<file path="src/rtl/apb_pkg.sv">
// Shared APB definitions: bridge FSM state encoding and the UART register map
// that sits behind the bridge in the peripheral window.
package apb_pkg;

    typedef enum logic [1:0] {
        IDLE   = 2'd0,
        SETUP  = 2'd1,
        ACCESS = 2'd2,
        RESP   = 2'd3
    } apb_state_e;

    // The UART occupies slave window 1 of the default peripheral map.
    localparam logic [31:0] UART_BASE       = 32'h1000_1000;
    localparam logic [31:0] UART_REG_DATA   = 32'h0000_0000;
    localparam logic [31:0] UART_REG_STATUS = 32'h0000_0004;
    localparam logic [31:0] UART_REG_CTRL   = 32'h0000_0008;
    localparam logic [31:0] UART_REG_BAUD   = 32'h0000_000C;

    // Absolute bus address of a UART register given its offset.
    function automatic logic [31:0] uart_reg_addr(input logic [31:0] offset);
        return UART_BASE + offset;
    endfunction

endpackage

</file>
<file path="src/rtl/apb_addr_decode.sv">
// Combinational address decoder: maps a byte address onto a one-hot slave
// select plus a hit flag. Windows are contiguous, SLAVE_STRIDE bytes each,
// starting at SLAVE_BASE. Shared between the bridge and the interconnect.
module apb_addr_decode #(
    parameter int unsigned             ADDR_WIDTH   = 32,
    parameter int unsigned             NUM_SLAVES   = 4,
    parameter logic [ADDR_WIDTH-1:0]   SLAVE_BASE   = 32'h1000_0000,
    parameter logic [ADDR_WIDTH-1:0]   SLAVE_STRIDE = 32'h0000_1000
) (
    input  logic [ADDR_WIDTH-1:0] addr,
    output logic [NUM_SLAVES-1:0] sel,
    output logic                  hit
);

    // Stride is a power of two, so the division is a right shift.
    localparam int STRIDE_SHIFT = $clog2(SLAVE_STRIDE);

    logic [ADDR_WIDTH-1:0] offset;
    logic [ADDR_WIDTH-1:0] idx;

    // Addresses below the base wrap to large offsets; the explicit
    // lower-bound compare keeps them from aliasing into a window.
    assign offset = addr - SLAVE_BASE;
    assign idx    = offset >> STRIDE_SHIFT;
    assign hit    = (addr >= SLAVE_BASE) && (idx < ADDR_WIDTH'(NUM_SLAVES));

    genvar gi;
    generate
        for (gi = 0; gi < NUM_SLAVES; gi++) begin : g_sel
            assign sel[gi] = hit && (idx == ADDR_WIDTH'(gi));
        end
    endgenerate

endmodule

</file>
<file path="src/rtl/apb_master_bridge.sv">
// APB3 requester: accepts one command at a time, decodes it to a PSEL line,
// runs SETUP/ACCESS with wait-state and timeout handling, and returns the
// result on a valid/ready response port.
module apb_master_bridge
    import apb_pkg::*;
#(
    parameter int unsigned             ADDR_WIDTH     = 32,
    parameter int unsigned             DATA_WIDTH     = 32,
    parameter int unsigned             NUM_SLAVES     = 4,
    parameter logic [ADDR_WIDTH-1:0]   SLAVE_BASE     = 32'h1000_0000,
    parameter logic [ADDR_WIDTH-1:0]   SLAVE_STRIDE   = 32'h0000_1000,
    parameter int unsigned             TIMEOUT_CYCLES = 256
) (
    input  logic                  PCLK,
    input  logic                  PRESET,
    input  logic                  cmd_valid,
    output logic                  cmd_ready,
    input  logic                  cmd_write,
    input  logic [ADDR_WIDTH-1:0] cmd_addr,
    input  logic [DATA_WIDTH-1:0] cmd_wdata,
    output logic                  rsp_valid,
    input  logic                  rsp_ready,
    output logic [DATA_WIDTH-1:0] rsp_rdata,
    output logic                  rsp_err,
    output logic                  rsp_timeout,
    output logic [ADDR_WIDTH-1:0] PADDR,
    output logic [NUM_SLAVES-1:0] PSEL,
    output logic                  PENABLE,
    output logic                  PWRITE,
    output logic [DATA_WIDTH-1:0] PWDATA,
    input  logic [DATA_WIDTH-1:0] PRDATA,
    input  logic                  PREADY,
    input  logic                  PSLVERR
);

    // A zero TIMEOUT_CYCLES disables the timeout; keep a 1-bit counter then
    // so the declaration stays legal.
    localparam bit          TMO_EN = (TIMEOUT_CYCLES != 0);
    localparam int          CNT_W  = TMO_EN ? $clog2(TIMEOUT_CYCLES + 1) : 1;
    localparam logic [CNT_W-1:0] CNT_LAST = CNT_W'(TMO_EN ? TIMEOUT_CYCLES - 1 : 0);

    apb_state_e            state_q,       state_d;
    logic [ADDR_WIDTH-1:0] paddr_q,       paddr_d;
    logic                  pwrite_q,      pwrite_d;
    logic [DATA_WIDTH-1:0] pwdata_q,      pwdata_d;
    logic [NUM_SLAVES-1:0] psel_q,        psel_d;
    logic                  penable_q,     penable_d;
    logic [DATA_WIDTH-1:0] rsp_rdata_q,   rsp_rdata_d;
    logic                  rsp_err_q,     rsp_err_d;
    logic                  rsp_timeout_q, rsp_timeout_d;
    logic [CNT_W-1:0]      tmo_cnt_q,     tmo_cnt_d;

    logic [NUM_SLAVES-1:0] dec_sel;
    logic                  dec_hit;

    // Decode the incoming command address directly so PSEL is ready by SETUP.
    apb_addr_decode #(
        .ADDR_WIDTH   (ADDR_WIDTH),
        .NUM_SLAVES   (NUM_SLAVES),
        .SLAVE_BASE   (SLAVE_BASE),
        .SLAVE_STRIDE (SLAVE_STRIDE)
    ) u_decode (
        .addr (cmd_addr),
        .sel  (dec_sel),
        .hit  (dec_hit)
    );

    // Next-state and next-output logic for the transfer sequencer.
    always_comb begin
        state_d       = state_q;
        paddr_d       = paddr_q;
        pwrite_d      = pwrite_q;
        pwdata_d      = pwdata_q;
        psel_d        = psel_q;
        penable_d     = penable_q;
        rsp_rdata_d   = rsp_rdata_q;
        rsp_err_d     = rsp_err_q;
        rsp_timeout_d = rsp_timeout_q;
        tmo_cnt_d     = tmo_cnt_q;

        case (state_q)
            IDLE: begin
                tmo_cnt_d = '0;
                if (cmd_valid) begin
                    paddr_d       = cmd_addr;
                    pwrite_d      = cmd_write;
                    pwdata_d      = cmd_wdata;
                    rsp_rdata_d   = '0;
                    rsp_timeout_d = 1'b0;
                    if (dec_hit) begin
                        psel_d    = dec_sel;
                        rsp_err_d = 1'b0;
                        state_d   = SETUP;
                    end else begin
                        // Unmapped address: answer immediately, never touch the bus.
                        rsp_err_d = 1'b1;
                        state_d   = RESP;
                    end
                end
            end
            SETUP: begin
                penable_d = 1'b1;
                state_d   = ACCESS;
            end
            ACCESS: begin
                // A PREADY on the final allowed cycle still completes normally.
                if (PREADY) begin
                    rsp_rdata_d   = pwrite_q ? '0 : PRDATA;
                    rsp_err_d     = PSLVERR;
                    rsp_timeout_d = 1'b0;
                    psel_d        = '0;
                    penable_d     = 1'b0;
                    state_d       = RESP;
                end else if (TMO_EN && (tmo_cnt_q == CNT_LAST)) begin
                    rsp_rdata_d   = '0;
                    rsp_err_d     = 1'b1;
                    rsp_timeout_d = 1'b1;
                    psel_d        = '0;
                    penable_d     = 1'b0;
                    state_d       = RESP;
                end else if (tmo_cnt_q != '1) begin
                    tmo_cnt_d = tmo_cnt_q + 1'b1;
                end
            end
            RESP: begin
                if (rsp_ready) begin
                    state_d = IDLE;
                end
            end
            default: begin
                state_d = IDLE;
            end
        endcase
    end

    // Single register stage for the FSM and every bus/response output.
    always_ff @(posedge PCLK) begin
        if (PRESET) begin
            state_q       <= IDLE;
            paddr_q       <= '0;
            pwrite_q      <= 1'b0;
            pwdata_q      <= '0;
            psel_q        <= '0;
            penable_q     <= 1'b0;
            rsp_rdata_q   <= '0;
            rsp_err_q     <= 1'b0;
            rsp_timeout_q <= 1'b0;
            tmo_cnt_q     <= '0;
        end else begin
            state_q       <= state_d;
            paddr_q       <= paddr_d;
            pwrite_q      <= pwrite_d;
            pwdata_q      <= pwdata_d;
            psel_q        <= psel_d;
            penable_q     <= penable_d;
            rsp_rdata_q   <= rsp_rdata_d;
            rsp_err_q     <= rsp_err_d;
            rsp_timeout_q <= rsp_timeout_d;
            tmo_cnt_q     <= tmo_cnt_d;
        end
    end

    assign cmd_ready   = (state_q == IDLE);
    assign rsp_valid   = (state_q == RESP);
    assign rsp_rdata   = rsp_rdata_q;
    assign rsp_err     = rsp_err_q;
    assign rsp_timeout = rsp_timeout_q;
    assign PADDR       = paddr_q;
    assign PSEL        = psel_q;
    assign PENABLE     = penable_q;
    assign PWRITE      = pwrite_q;
    assign PWDATA      = pwdata_q;

endmodule

</file>
<file path="config.mk">
export PLATFORM = sky130hd
export DESIGN_NAME = apb_master_bridge
export DESIGN_NICKNAME = d
export VERILOG_FILES = /design/src/rtl/apb_pkg.sv /design/src/rtl/apb_addr_decode.sv /design/src/rtl/apb_master_bridge.sv
export SDC_FILE = /design/constraint.sdc
export NUM_CORES = 1
export LEC_CHECK = 0
export ABC_CLOCK_PERIOD_IN_PS = 3870
export CAP_MARGIN = 20
export CORE_MARGIN = 2
export CORE_UTILIZATION = 40
export CTS_CLUSTER_DIAMETER = 200
export DETAILED_ROUTE_END_ITERATION = 12
export PLACE_DENSITY = 0.85
export SETUP_SLACK_MARGIN = 0.05
export SLEW_MARGIN = 20
export SYNTH_ARGS = -nofsm -noshare
export SYNTH_HDL_FRONTEND = slang
export SYNTH_HIERARCHICAL = 1
export SYNTH_SLANG_ARGS = --single-unit
</file>
<file path="constraint.sdc">
create_clock -name PCLK -period 3.87 [get_ports PCLK]
set_input_delay 0.387 -clock PCLK [delete_from_list [all_inputs] [get_ports PCLK]]
set_output_delay 0.387 -clock PCLK [all_outputs]
set_load 0.1 [all_outputs]
</file>
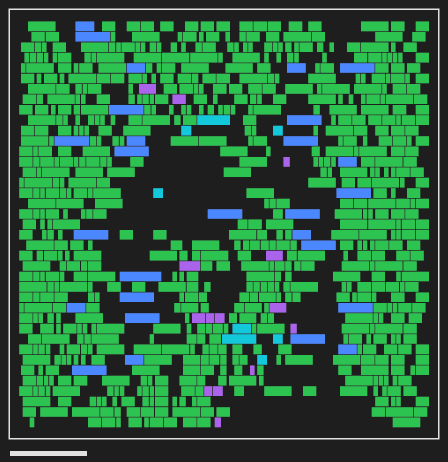
Fig. 1. Cells by drive strength (run 1).
The bar under the picture is 20 um long.
| size | colour | cells | share |
|---|---|---|---|
| _6 and larger | blue | 27 | 3.6% |
| _0 and _1 cells | green | 711 | 94% |
| _2 cells | purple | 14 | 1.8% |
| _3 and _4 cells | cyan | 8 | 1.1% |
Setup WS post-layout: 1.109 ns
Finished Cell Area: 0.007358 sq mm
Synth-to-Final Area Change: 58.56%

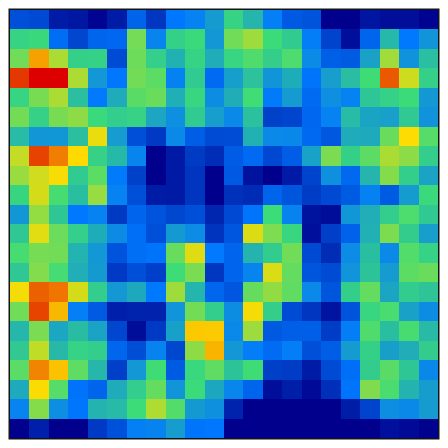
Fig. 2. Signal metal coverage by tile (run 1).
The die is cut into 22 by 22 equal tiles; dark blue is low, red is high, scaled to the fullest tile. Values are wire area over tile area, all layers added.
fullest tile: 0.50
tiles over half the peak: 23%
mean over tiles: 0.17
nearly empty tiles: 5.4%
Total Wirelength: 13240 um
vias: 4506
Routed wire per std cell: 14.66 um
GRT Resource Usage Total: 21.53%

==> flow_summary_export.csv, run 1 <==
group,metric,value,unit
outcome,status,"finished, final reports clean",
finish,nets,859,
sta,setup_tns,0,ns
clock_network,cts_tree,"done",
power,switching_share,44.28,%
drt,dr.first_iter.drc_count,323,
clock_network,post_cts_buffers,0,
synthesis,async_reset_ff_share,0,%
sta,slew_headroom,32.17,%
run,warning_count,30,
min_path,min_path_type,"in2reg",
synthesis,top_area_share,49.61,%
worst_setup_path,cp-startpoint,"state_q[0]",
floorplan,taps,143,
worst_setup_path,critical_path.startpoint_type,"flop",
worst_setup_path,rr_endpoint,"rsp_rdata[19]",
finish,inv_count,7,
synthesis,netlist_area,0.004641,sq mm
floorplan,die_width,111.7,um
min_path,min_from,"PRESET",
synthesis,yosysUniqueCellTypes,41,
worst_setup_path,r2r_slack,1.31,ns
clock_network,clock-sinks,115,
worst_setup_path,r2r-start,"tmo_cnt_q[0]",
worst_setup_path,critPathCaptureType,"output port",
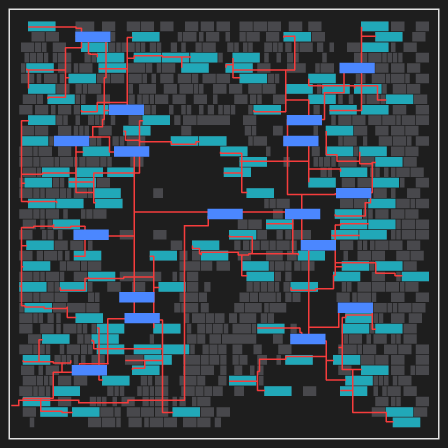
Fig. 3. Routed clock nets over the placement (run 1).
[clock wires] red | length: 1470 um
[clock drivers] blue | count: 17
[flip-flops] cyan | count: 115
routed clock nets: 18
clk pwr: 1.52 mW
clk_lat worst skew: 0.40 ns
clock network fraction of total power: 27.5%
Worst Clk Skew: 0.006591 ns

run 1: cell families after synthesis:
family	share of synthesized area [%]
simple gates	24.67
flops	49.61
mux	8.412
compound gates	10.78
fa+ha+maj	1.887
buf+inv	4.637
run 1: worst max-delay path, cell delays in order, from the launching register on:
cell and delay (ns):
dfxtp_1 0.33, inv_1 0.11, ha_1 0.34, clkdlybuf4s50_1 1.20
run 1: flip-flops by register name, indices dropped and copies added, names as in the netlist:
register	cells
PADDR	32
PWDATA	32
rsp_rdata	32
tmo_cnt_q	9
PSEL	4
state_q	2
PENABLE	1
PWRITE	1
rsp_err	1
rsp_timeout	1
run 1: layer usage:
layer	global-route usage, %	share of wire [%]
met5	0	0
met4	7.819	0.51
met3	9.799	9.4
met2	34.02	47
met1	25.90	44
Fig. 4: run 1, cell outlines without signal wires
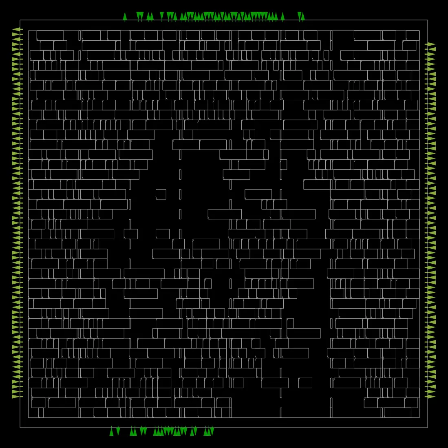

==> inputs of run 2 (changes only) <==
Settings changed: ABC_CLOCK_PERIOD_IN_PS 3870 to 2450, CORE_UTILIZATION 40 to 38.
Clock period 3.87 ns to 2.45 ns, I/O delays scaled along.
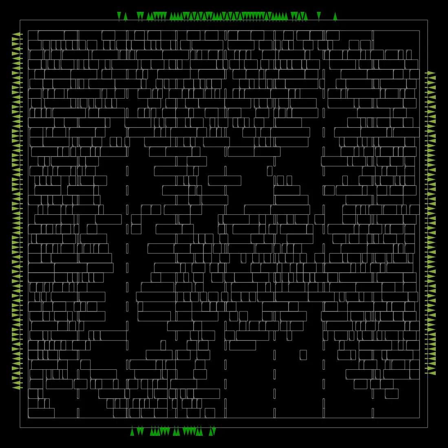
Fig. 5. Cell outlines without signal wires (run 2).
Site Rows: 40
Tap Cells: 147
Seq/total area: 32.27%
core area: 0.01196 sq mm
flop count: 115

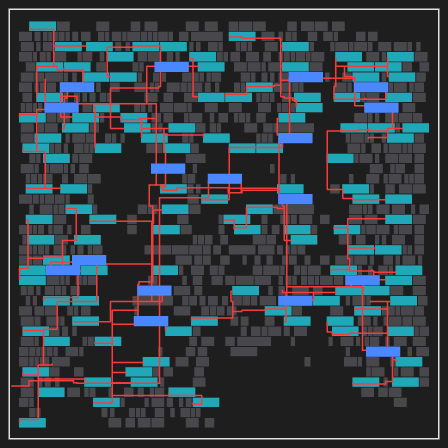
Fig. 6. Routed clock nets over the placement (run 2).
[clock wires] red | length: 1550 um
[clock drivers] blue | count: 17
[flip-flops] cyan | count: 115
routed clock nets: 18
clk pwr: 2.49 mW
clock network fraction of total power: 28.3%
Worst Clk Skew: 0.008608 ns

==> flow_summary_export.csv, run 2 <==
group,metric,value,unit
outcome,status,"finished, final reports clean",
worst_setup_path,path_buffers,0,
worst_setup_path,cp_data_arrival_time,2.48,ns
run,warning_count,30,
grt,use_met2,32.39,%
worst_setup_path,crit_fanout,12,
sta,setup_tns,0,ns
sta,final.setup.worst_slack,0.3001,ns
synthesis,synthAoiAreaFrac,10.78,%
synthesis,ys_sh_mux,8.412,%
synthesis,simple_gate_area_share,24.67,%
clock_network,clock-sinks,115,
worst_setup_path,slowest_stage,"or4b_4",
synthesis,netlist_area,0.004641,sq mm
drt,routedWlPerCell,14.46,um
worst_setup_path,critPathCaptureType,"flop",
worst_setup_path,critPathMaxStageDelay,0.59,ns
synthesis,async_reset_ff_share,0,%
finish,fin_area,0.007134,sq mm
worst_setup_path,crit_top_cell,"ha_1",
finish,nets,859,
synthesis,ys_sh_xor,0,%
synthesis,adder_share,1.887,%
synthesis,top_area_share,49.61,%
drt,wl_met3,1256,um
grt,grt_usage,19.74,%
synthesis,yosysUniqueCellTypes,41,
worst_setup_path,cp.depth,7,
finish,syn_to_final_growth,53.73,%
grt,grt_pass1_wl,20440,um
clock_network,cts_tree,"done",
drt,top_layer,"met4",
worst_setup_path,rr_endpoint,"tmo_cnt_q[5]",
drt,dr.first_iter.drc_count,359,
synthesis,top_logic_kind,"simple AND/OR/NAND/NOR gates",
drt,drt-met1-wl,5539,um
floorplan,die_width,114.5,um
grt,globalRouteMet3Util,8.364,%
drt,wl_met2,6159,um
worst_setup_path,cp_top_family,"simple AND/OR/NAND/NOR gates",
grt,busiest_layer,"met2",
grt,use_met1,22.76,%
clock_network,clock_latency,0.41,ns
worst_setup_path,r2r-start,"tmo_cnt_q[0]",
drt,routed_wirelength,13150,um
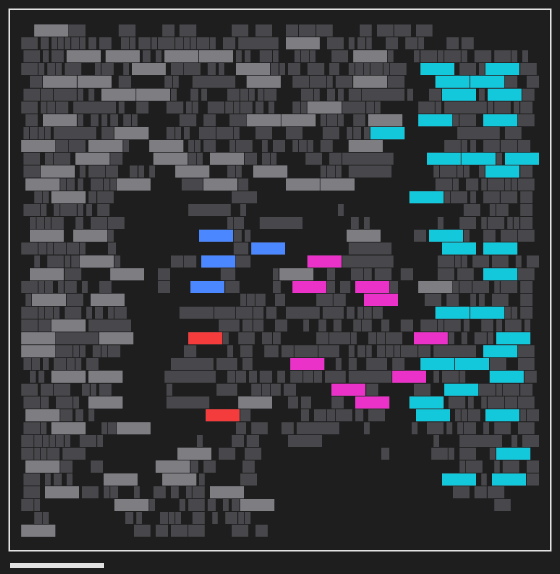
Fig. 7. Sequential cells grouped by signal name (run 2).
The bar under the picture is 20 um long. Other sequential cells in the stronger grey, the rest of the logic in the fainter grey.
| name in the netlist | colour | placed flops |
|---|---|---|
| rsp_rdata | cyan | 32 |
| tmo_cnt_q | magenta | 9 |
| PSEL | blue | 4 |
| state_q | red | 2 |
not coloured: 68
storage element area: 0.002302 sq mm
seq pwr: 2.29 mW
final core utilization: 59.64%

[run 2: cell counts after synthesis]
Identical to the previous run, type by type.
[run 2: where the power goes]
| part | internal [mW] | leakage [nW] | switching (mW) |
|---|---|---|---|
| combinational | 1.06 | 1.66 | 2.96 |
| sequential | 2.14 | 0.936 | 0.146 |
| clock | 1.68 | 0.287 | 0.806 |
[run 2: worst max path at each step]
stage	from	endpoint	slack (ns)
6_report	tmo_cnt_q[0]	tmo_cnt_q[5]	0.30
5_1_grt	tmo_cnt_q[0]	rsp_rdata[12]	0.08
4_1_cts	tmo_cnt_q[0]	tmo_cnt_q[5]	0.29
3_5_place_dp	tmo_cnt_q[0]	tmo_cnt_q[5]	0.30
3_3_place_gp	cmd_addr[25]	PSEL[2]	0.36
2_1_floorplan	state_q[0]	PADDR[26]	0.22
Fig. 8: run 2, cells by drive strength
The bar under the picture is 20 um long.
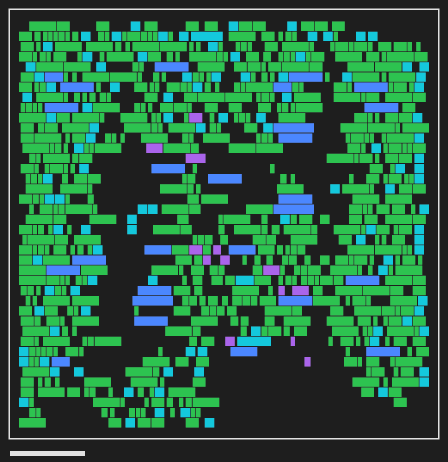

==> inputs of run 3 (changes only) <==
Settings changed: ABC_AREA from default to 1, GPL_ROUTABILITY_DRIVEN from default to 0, PLACE_DENSITY 0.85 to 0.75.
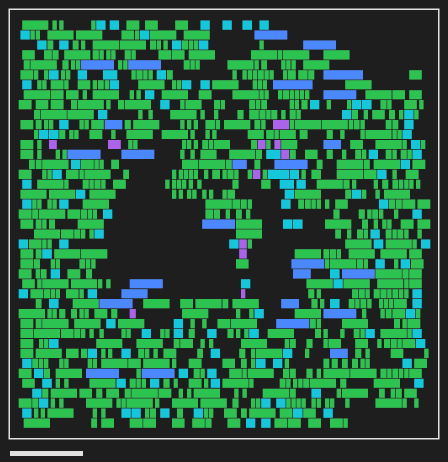
Fig. 9. Cells by drive strength (run 3).
The bar under the picture is 20 um long.
| size | colour | cells | share |
|---|---|---|---|
| _2 cells | purple | 11 | 1.3% |
| _0 and _1 cells | green | 718 | 82% |
| _6 and larger | blue | 26 | 3.0% |
| _3 and _4 cells | cyan | 119 | 14% |
Setup WS post-layout: 0.4240 ns
Non-Clock Buffer Count: 218

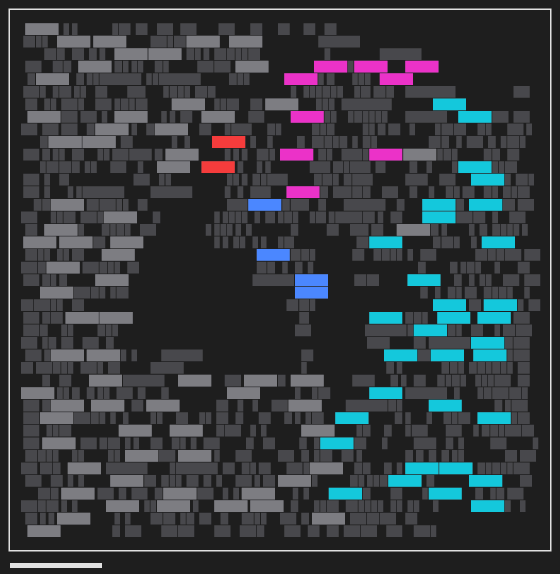
Fig. 10. Sequential cells grouped by signal name (run 3).
The bar under the picture is 20 um long. Other sequential cells in the stronger grey, the rest of the logic in the fainter grey.
| name in the netlist | colour | placed flops |
|---|---|---|
| state_q | red | 2 |
| tmo_cnt_q | magenta | 9 |
| rsp_rdata | cyan | 32 |
| PSEL | blue | 4 |
Seq/total area: 31.58%
final core utilization: 58.00%

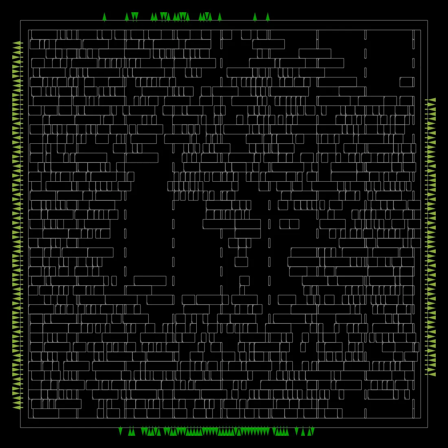
Fig. 11. Cell outlines without signal wires (run 3).
Site Rows: 41
core area: 0.01257 sq mm
Post-Layout Cell Count: 1046
fillers: 1194
Tap Cells: 172

==> flow_summary_export.csv, run 3 <==
group,metric,value,unit
outcome,status,"finished, final reports clean",
synthesis,top_area_share,47.45,%
worst_setup_path,cp-startpoint,"tmo_cnt_q[0]",
power,comb_power_share,50.9,%
synthesis,adder_share,1.805,%
power,p_seq,2.44,mW
power,power_switching,4.959,mW
finish,fin_area,0.007289,sq mm
power,maxPowerGroup,"combinational logic",
clock_network,clock-sinks,115,
worst_setup_path,path_buffers,1,
sta,setup_tns,0,ns
grt,grt_pass1_wl,20810,um
drt,wl_met3,1319,um
worst_setup_path,critPathCaptureType,"flop",
worst_setup_path,cp_data_arrival_time,2.36,ns
power,power_frac_clock,24.5,%
synthesis,top_logic_kind,"simple AND/OR/NAND/NOR gates",
worst_setup_path,endpoint,"rsp_rdata[16]",
floorplan,die_width,117,um
synthesis,async_reset_ff_share,0,%
drt,routed_wirelength,13160,um
sta,finClkSkew,0.009768,ns
worst_setup_path,rr_endpoint,"rsp_rdata[16]",
worst_setup_path,cp_top_family,"simple AND/OR/NAND/NOR gates",
drt,drt-met1-wl,5642,um
synthesis,synthAoiAreaFrac,12.69,%
worst_setup_path,critPathMaxStageDelay,0.36,ns
grt,grt_usage,19.48,%
power,seq_power_share,24.7,%
clock_network,cts_tree,"done",
synthesis,yosysUniqueCellTypes,32,
grt,use_met1,22.54,%
power,internal-power,4.937,mW
drt,top_layer,"met4",
run,warning_count,30,
power,comb_power,5.03,mW
grt,use_met2,31.25,%
grt,busiest_layer,"met2",
drt,dr.first_iter.drc_count,307,
worst_setup_path,crit_fanout,23,
synthesis,ys_sh_xor,0,%
synthesis,netlist_area,0.004852,sq mm
run 3: cell count changes after synthesis, sizes merged, moves of 26 or more:
cell / delta
nand3: +29
a21oi: -26
nor2: +189
inv: +51
o21ai: +66
mux2i: -39
nand2: -123
run 3: cell type report:
cell class	count	area, sq um
well taps	172	215.2
repair buffers	218	1904
clock inverters	4	70.07
multi-input cells	452	2059
fillers	1194	5279
inverters	58	225.2
flip-flops and latches	115	2302
clock buffers	27	513.0
run 3: metrics by stage:
stage	worst slack, ns	util [%]	instances
4_1_cts	0.3261	57.95	1046
2_1_floorplan	0.2490	-	666
5_1_grt	0.1571	58.00	1046
3_5_place_dp	0.3306	53.31	1015
6_report	0.4240	58.00	1046
3_3_place_gp	0.3975	53.31	1015
No activity file was given, so power comes from the tool's default toggle rates.
